Fig. 1: nets reached from selected ports
(3 px per µm)
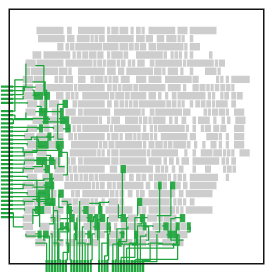
Fig. 2: ports around the boundary
(6 px per µm) Pins as bars across the die edge, other pins in gray.
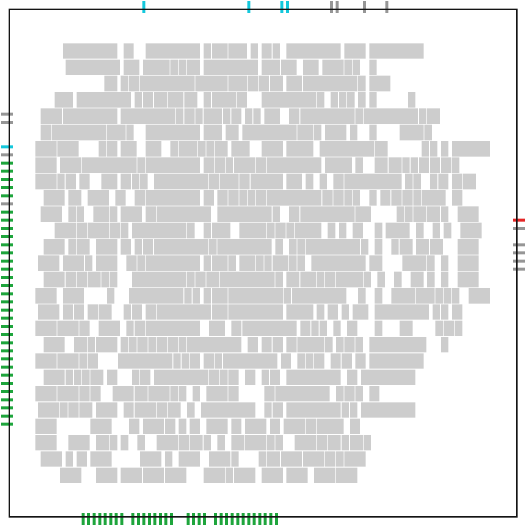
Fig. 3: cell sizes after repair
(6 px per µm)
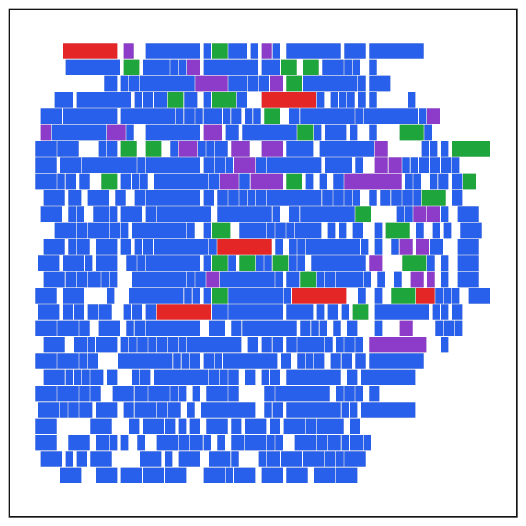
Fig. 4: placement view
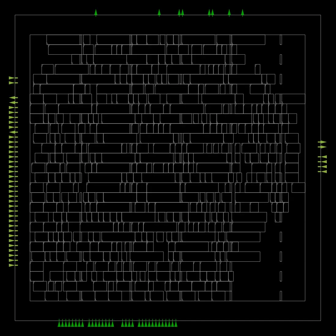
$ cat src/rtl/seq_sched_pkg.sv
// seq_sched_pkg: shared types and helpers for the sequence-scan scheduler.
//   state_e   - scheduler FSM state (IDLE, LOAD, SHIFT, REPORT), 2-bit
//   DEF_*     - default pattern constants (5'b10110, length 5)
//   rr_pick   - round-robin pick: first set request after 'last', wrapping
package seq_sched_pkg;

    typedef enum logic [1:0] {
        IDLE   = 2'd0,
        LOAD   = 2'd1,
        SHIFT  = 2'd2,
        REPORT = 2'd3
    } state_e;

    localparam int                     DEF_PAT_LEN = 5;
    localparam logic [DEF_PAT_LEN-1:0] DEF_PATTERN = 5'b10110;

    // Search starts at last+1 and wraps over n requesters (n <= 8).
    // Returns 'last' if nothing is requested; callers gate on |req.
    function automatic logic [2:0] rr_pick(input logic [7:0] req,
                                           input logic [2:0] last,
                                           input int         n);
        logic [2:0] pick;
        logic       found;
        int         idx;
        pick  = last;
        found = 1'b0;
        for (int k = 1; k <= 8; k++) begin
            idx = (int'(last) + k) % n;
            if (k <= n && !found && req[idx[2:0]]) begin
                pick  = idx[2:0];
                found = 1'b1;
            end
        end
        return pick;
    endfunction

endpackage

$ cat src/rtl/seq_scan_sched_if.sv
// seq_scan_sched_if: requester-side bus of the sequence-scan scheduler.
//   req/frame_data       - requests and per-requester frames (master drives)
//   gnt/busy/done        - one-hot grant, activity, one-cycle completion pulse
//   done_id/match_cnt    - result tag and overlapping match count
//   first_hit/first_pos  - only with SEQ_SCHED_FIRSTPOS_EN defined
interface seq_scan_sched_if #(
    parameter int N_REQ   = 4,
    parameter int FRAME_W = 16,
    parameter int CNT_W   = 5
);
    localparam int ID_W = $clog2(N_REQ);

    logic [N_REQ-1:0]         req;
    logic [N_REQ*FRAME_W-1:0] frame_data;
    logic [N_REQ-1:0]         gnt;
    logic                     busy;
    logic                     done;
    logic [ID_W-1:0]          done_id;
    logic [CNT_W-1:0]         match_cnt;

`ifdef SEQ_SCHED_FIRSTPOS_EN
    logic                       first_hit;
    logic [$clog2(FRAME_W)-1:0] first_pos;

    modport master (output req, frame_data,
                    input  gnt, busy, done, done_id, match_cnt, first_hit, first_pos);
    modport slave  (input  req, frame_data,
                    output gnt, busy, done, done_id, match_cnt, first_hit, first_pos);
`else
    modport master (output req, frame_data,
                    input  gnt, busy, done, done_id, match_cnt);
    modport slave  (input  req, frame_data,
                    output gnt, busy, done, done_id, match_cnt);
`endif

endinterface

$ cat src/rtl/seq_match_core.sv
// seq_match_core: serial overlapping pattern detector.
//   clk, reset_n - clock, async active-low reset
//   clr          - clears history and armed count (start of a frame)
//   bit_in/vld   - next serial bit, MSB of the frame first
//   hit          - history equals PATTERN and at least PAT_LEN bits seen;
//                  combinational on the registered history
module seq_match_core
    import seq_sched_pkg::*;
#(
    parameter int                 PAT_LEN = DEF_PAT_LEN,
    parameter logic [PAT_LEN-1:0] PATTERN = DEF_PATTERN
) (
    input  logic clk,
    input  logic reset_n,
    input  logic clr,
    input  logic bit_in,
    input  logic bit_vld,
    output logic hit
);
    localparam int AW = $clog2(PAT_LEN + 1);

    logic [PAT_LEN-1:0] hist_q, hist_d;
    logic [AW-1:0]      armed_q, armed_d;

    always_comb begin
        hist_d  = hist_q;
        armed_d = armed_q;
        if (clr) begin
            hist_d  = '0;
            armed_d = '0;
        end else if (bit_vld) begin
            hist_d = {hist_q[PAT_LEN-2:0], bit_in};
            // Saturates once the window is full; history is never cleared
            // on a hit, so overlapping matches are counted.
            if (armed_q != AW'(PAT_LEN)) armed_d = armed_q + AW'(1);
        end
    end

    always_ff @(posedge clk or negedge reset_n) begin
        if (!reset_n) begin
            hist_q  <= '0;
            armed_q <= '0;
        end else begin
            hist_q  <= hist_d;
            armed_q <= armed_d;
        end
    end

    assign hit = (armed_q == AW'(PAT_LEN)) && (hist_q == PATTERN);

endmodule

$ cat src/rtl/seq_scan_sched.sv
// seq_scan_sched: round-robin scheduler sharing one serial match lane.
//   clk, reset_n - clock, async active-low reset
//   bus (slave)  - req/frame_data in; gnt/busy/done/done_id/match_cnt out
// Optional feature macro: SEQ_SCHED_FIRSTPOS_EN adds first_hit/first_pos.
// Timeline per frame: IDLE, LOAD, FRAME_W x SHIFT, REPORT.
module seq_scan_sched
    import seq_sched_pkg::*;
#(
    parameter int                 N_REQ   = 4,
    parameter int                 FRAME_W = 16,
    parameter int                 PAT_LEN = DEF_PAT_LEN,
    parameter logic [PAT_LEN-1:0] PATTERN = DEF_PATTERN,
    parameter int                 CNT_W   = 5
) (
    input  logic                    clk,
    input  logic                    reset_n,
    seq_scan_sched_if.slave         bus
);
    localparam int ID_W = $clog2(N_REQ);
    localparam int BC_W = $clog2(FRAME_W + 1);
    localparam int FP_W = $clog2(FRAME_W);

    state_e             state_q, state_d;
    logic [ID_W-1:0]    last_q, last_d, id_q, id_d, hold_id_q, hold_id_d;
    logic [N_REQ-1:0]   gnt_q, gnt_d;
    logic [FRAME_W-1:0] sh_q, sh_d;
    logic [BC_W-1:0]    bc_q, bc_d;
    logic [CNT_W-1:0]   cnt_q, cnt_d, hold_cnt_q, hold_cnt_d, cnt_fin;
    logic [ID_W-1:0]    pick_id;
    logic               core_clr, core_vld, hit;

    seq_match_core #(.PAT_LEN(PAT_LEN), .PATTERN(PATTERN)) u_core (
        .clk     (clk),
        .reset_n (reset_n),
        .clr     (core_clr),
        .bit_in  (sh_q[FRAME_W-1]),
        .bit_vld (core_vld),
        .hit     (hit)
    );

    assign pick_id = ID_W'(rr_pick(8'(bus.req), 3'(last_q), N_REQ));

    // hit lags the shifted bit by one cycle, so the last bit's hit lands in
    // REPORT; cnt_fin folds it in so the reported count is complete.
    assign cnt_fin = (hit && cnt_q != {CNT_W{1'b1}}) ? cnt_q + CNT_W'(1) : cnt_q;

`ifdef SEQ_SCHED_FIRSTPOS_EN
    logic            fh_q, fh_d, hold_fh_q, hold_fh_d, fh_fin;
    logic [FP_W-1:0] fp_q, fp_d, hold_fp_q, hold_fp_d, fp_fin;
    // A hit seen now refers to the bit shifted in last cycle: index bc_q-1.
    assign fh_fin = fh_q | hit;
    assign fp_fin = (hit && !fh_q) ? FP_W'(bc_q - BC_W'(1)) : fp_q;
`endif

    always_comb begin
        state_d    = state_q;
        last_d     = last_q;
        id_d       = id_q;
        gnt_d      = gnt_q;
        sh_d       = sh_q;
        bc_d       = bc_q;
        cnt_d      = cnt_q;
        hold_id_d  = hold_id_q;
        hold_cnt_d = hold_cnt_q;
        core_clr   = 1'b0;
        core_vld   = 1'b0;
`ifdef SEQ_SCHED_FIRSTPOS_EN
        fh_d      = fh_q;
        fp_d      = fp_q;
        hold_fh_d = hold_fh_q;
        hold_fp_d = hold_fp_q;
`endif
        case (state_q)
            IDLE: if (|bus.req) begin
                id_d    = pick_id;
                last_d  = pick_id;
                gnt_d   = N_REQ'(1) << pick_id;
                state_d = LOAD;
            end
            LOAD: begin
                sh_d     = bus.frame_data[int'(id_q)*FRAME_W +: FRAME_W];
                bc_d     = '0;
                cnt_d    = '0;
                core_clr = 1'b1;
`ifdef SEQ_SCHED_FIRSTPOS_EN
                fh_d = 1'b0;
                fp_d = '0;
`endif
                state_d  = SHIFT;
            end
            SHIFT: begin
                core_vld = 1'b1;
                sh_d     = {sh_q[FRAME_W-2:0], 1'b0};
                bc_d     = bc_q + BC_W'(1);
                cnt_d    = cnt_fin;
`ifdef SEQ_SCHED_FIRSTPOS_EN
                fh_d = fh_fin;
                fp_d = fp_fin;
`endif
                if (bc_q == BC_W'(FRAME_W - 1)) state_d = REPORT;
            end
            REPORT: begin
                hold_id_d  = id_q;
                hold_cnt_d = cnt_fin;
`ifdef SEQ_SCHED_FIRSTPOS_EN
                hold_fh_d = fh_fin;
                hold_fp_d = fp_fin;
`endif
                gnt_d      = '0;
                state_d    = IDLE;
            end
            default: state_d = IDLE;
        endcase
    end

    always_ff @(posedge clk or negedge reset_n) begin
        if (!reset_n) begin
            state_q    <= IDLE;
            last_q     <= ID_W'(N_REQ - 1);
            id_q       <= '0;
            gnt_q      <= '0;
            sh_q       <= '0;
            bc_q       <= '0;
            cnt_q      <= '0;
            hold_id_q  <= '0;
            hold_cnt_q <= '0;
`ifdef SEQ_SCHED_FIRSTPOS_EN
            fh_q      <= 1'b0;
            fp_q      <= '0;
            hold_fh_q <= 1'b0;
            hold_fp_q <= '0;
`endif
        end else begin
            state_q    <= state_d;
            last_q     <= last_d;
            id_q       <= id_d;
            gnt_q      <= gnt_d;
            sh_q       <= sh_d;
            bc_q       <= bc_d;
            cnt_q      <= cnt_d;
            hold_id_q  <= hold_id_d;
            hold_cnt_q <= hold_cnt_d;
`ifdef SEQ_SCHED_FIRSTPOS_EN
            fh_q      <= fh_d;
            fp_q      <= fp_d;
            hold_fh_q <= hold_fh_d;
            hold_fp_q <= hold_fp_d;
`endif
        end
    end

    // Results are live in REPORT and held from the hold registers afterwards.
    assign bus.gnt       = gnt_q;
    assign bus.busy      = (state_q != IDLE);
    assign bus.done      = (state_q == REPORT);
    assign bus.done_id   = bus.done ? id_q : hold_id_q;
    assign bus.match_cnt = bus.done ? cnt_fin : hold_cnt_q;
`ifdef SEQ_SCHED_FIRSTPOS_EN
    assign bus.first_hit = bus.done ? fh_fin : hold_fh_q;
    assign bus.first_pos = bus.done ? fp_fin : hold_fp_q;
`endif

endmodule

$ cat src/flat_wrapper.sv
// flat-port wrapper written by rule: the top's interface ports become plain ports
module seq_scan_sched_flat import seq_sched_pkg::*;
#(
    parameter int                 N_REQ   = 4,
    parameter int                 FRAME_W = 16,
    parameter int                 PAT_LEN = DEF_PAT_LEN,
    parameter logic [PAT_LEN-1:0] PATTERN = DEF_PATTERN,
    parameter int                 CNT_W   = 5
)
  (clk, reset_n, bus_req, bus_frame_data, bus_gnt, bus_busy, bus_done, bus_done_id, bus_match_cnt);
  seq_scan_sched_if #(.N_REQ(N_REQ), .FRAME_W(FRAME_W), .CNT_W(CNT_W)) bus_i ();
  input  logic clk;
  input  logic reset_n;
  input wire logic [$bits(bus_i.req)-1:0] bus_req;
  input wire logic [$bits(bus_i.frame_data)-1:0] bus_frame_data;
  output wire logic [$bits(bus_i.gnt)-1:0] bus_gnt;
  output wire logic [$bits(bus_i.busy)-1:0] bus_busy;
  output wire logic [$bits(bus_i.done)-1:0] bus_done;
  output wire logic [$bits(bus_i.done_id)-1:0] bus_done_id;
  output wire logic [$bits(bus_i.match_cnt)-1:0] bus_match_cnt;
  assign bus_i.req = bus_req;
  assign bus_i.frame_data = bus_frame_data;
  assign bus_gnt = bus_i.gnt;
  assign bus_busy = bus_i.busy;
  assign bus_done = bus_i.done;
  assign bus_done_id = bus_i.done_id;
  assign bus_match_cnt = bus_i.match_cnt;
  seq_scan_sched #(.N_REQ(N_REQ), .FRAME_W(FRAME_W), .PAT_LEN(PAT_LEN), .PATTERN(PATTERN), .CNT_W(CNT_W)) u_core (.clk(clk), .reset_n(reset_n), .bus(bus_i));
endmodule
$ cat config.mk
export PLATFORM = sky130hd
export DESIGN_NAME = seq_scan_sched_flat
export DESIGN_NICKNAME = d
export VERILOG_FILES = /design/src/rtl/seq_sched_pkg.sv /design/src/rtl/seq_scan_sched_if.sv /design/src/rtl/seq_match_core.sv /design/src/rtl/seq_scan_sched.sv /design/src/flat_wrapper.sv
export SDC_FILE = /design/constraint.sdc
export NUM_CORES = 1
export LEC_CHECK = 0
export ABC_AREA = 1
export CAP_MARGIN = 10
export CORE_MARGIN = 4
export CORE_UTILIZATION = 53
export CTS_BUF_LIST = sky130_fd_sc_hd__clkbuf_16
export DETAILED_ROUTE_END_ITERATION = 10
export PLACE_DENSITY = 0.93
export REMOVE_ABC_BUFFERS = 1
export SLEW_MARGIN = 20
export SYNTH_ARGS = -nofsm -noshare
export SYNTH_HDL_FRONTEND = slang
export SYNTH_HIERARCHICAL = 1
export SYNTH_SLANG_ARGS = --single-unit
$ cat constraint.sdc
create_clock -name clk -period 2.4 [get_ports clk]
set_input_delay 0.24 -clock clk [delete_from_list [all_inputs] [get_ports clk]]
set_output_delay 0.24 -clock clk [all_outputs]
set_load 0.005 [all_outputs]
==> CHANGELOG.md <==
### Changed

- Detailed Place HPWL: 6010 µm
- Clock Buffer Count: 5
- Slew headroom: 43.0%
- Number of OpenROAD warnings: 31
- Clock Sink Count: 51
- Met2 wire length: 4330 µm
- Crit path buffers/inverters: 3
- Wire per inst: 15.3 µm
- CTS tree: yes
- Combinational share of power: 59.4%
- Overall Power: 0.00509 W
- Hold buffer count at cts: 0
- Top cell excl fill/tap: nand2_1
- Comb. pwr: 0.00303 W
- Vias in the first global route: 3200
- Yosys cell count: 416
- RD Place Congestion: 0.817
- Worst skew pair latency: 290 ps
- Antenna violations before repair: 0
- Minimum clock period: 2380 ps
- Status: finished clean
- Router iterations before antenna repair: 6
- Net Sw Power: 0.00244 W
- DRC Markers: 0
- Final setup violation count: 0
- Post-route setup TNS: 0 ps
- P_leak: 1.93 nW
- CP peak stage delay: 400 ps
- Post-synth top area share: 39.7%
- Max reg flops: 16
- Top Usage Layer GRT: met2
- Hold slack: 63.2 ps
- Critical-path cell list: inv_1, ha_2, nand2_2, nor3_2, inv_1, nor2_4, nand2_2, nor3_2, xor2_1, o21ai_1, clkbuf_2
- Internal: 0.00265 W
- Netlist cell types: 30
- Cell type with the highest aggregate area in the netlist: dfrtp_1
- GRT Overall Usage: 24.0%
- Max power group: combinational cells
- Port bufs: 82
- Antenna Cells: 0
- Top sig layer: met4
- Logic cell area: 1630 µm²
- Clk_skew: 7.50 ps
- Peak supply drop: 0.788 mV
- Top Layout Cells: nand2_1 (102), clkdlybuf4s50_1 (76), dfrtp_1 (49)
- Sequential cell area: 1280 µm²
- Yosys reg bits: 51
- H-tree depth reported by CTS: 2
- Flop share of the area: 30.4%
- Post-DRT Antenna Nets: 0
- Nonclk buf count: 100
- P_clk: 0.000666 W
- Crit end category: output port
- Worst Path Arrival: 2140 ps
- Num CTS Buffers: 5
- Post-Place Cell Area: 3990 µm²
- P&R area growth vs syn: 36.2%
- Number of synthesis warnings: 6
- Fp_density: 55.4%
- Cell family with the largest share of critical-path delay: simple AND/OR/NAND/NOR gates
Back to the opening pictures, Fig. 1:
| color | port | bits | direction | edge | end cells | buffers | wire |
|---|---|---|---|---|---|---|---|
| green | bus_frame_data | 64 | input | 32 west, 32 south | 64 | 64 | 1130 µm |

Back to the opening pictures, Fig. 2:
| color | port | pins | direction | edge |
|---|---|---|---|---|
| cyan | bus_match_cnt | 5 | output | 4 north, 1 west |
| green | bus_frame_data | 64 | input | 32 west, 32 south |
| red | bus_done | 1 | output | east |

Back to the opening pictures, Fig. 3:
| color | size | cells |
|---|---|---|
| green | drive 3 to 4 | 28 |
| red | drive 6 and up | 6 |
| blue | drive 1 or less | 443 |
| purple | drive 2 | 29 |

Back to the opening pictures, Fig. 4:
core area: 5570 µm²
layout filler cell count: 374
Site Rows: 27
num sequential: 51
fin cells: 578

## path summary, 6_finish.rpt
check	depth (start not counted)	endpoint	slack [ps]
min in group clk	2	u_core/hold_cnt_q[0]	470
setup reg to reg	12	u_core/hold_cnt_q[3]	320
hold reg to reg	2	u_core/hold_cnt_q[0]	470
hold / removal	1	u_core/hold_id_q[0]	60
max in group asynchronous	2	u_core/sh_q[8]	1630
setup / recovery	11	bus_match_cnt[3]	20
## cell families after synthesis
logic type / share of synthesized area, %
xor gates and xnor gates: 0.567
adders and majority gates: 4.46
buffers and inverters: 7.09
AOI/OAI and AO/OA: 16.2
DFF: 41.4
and+or+nand+nor: 30.3
Power is estimated from default activity; no workload was simulated.
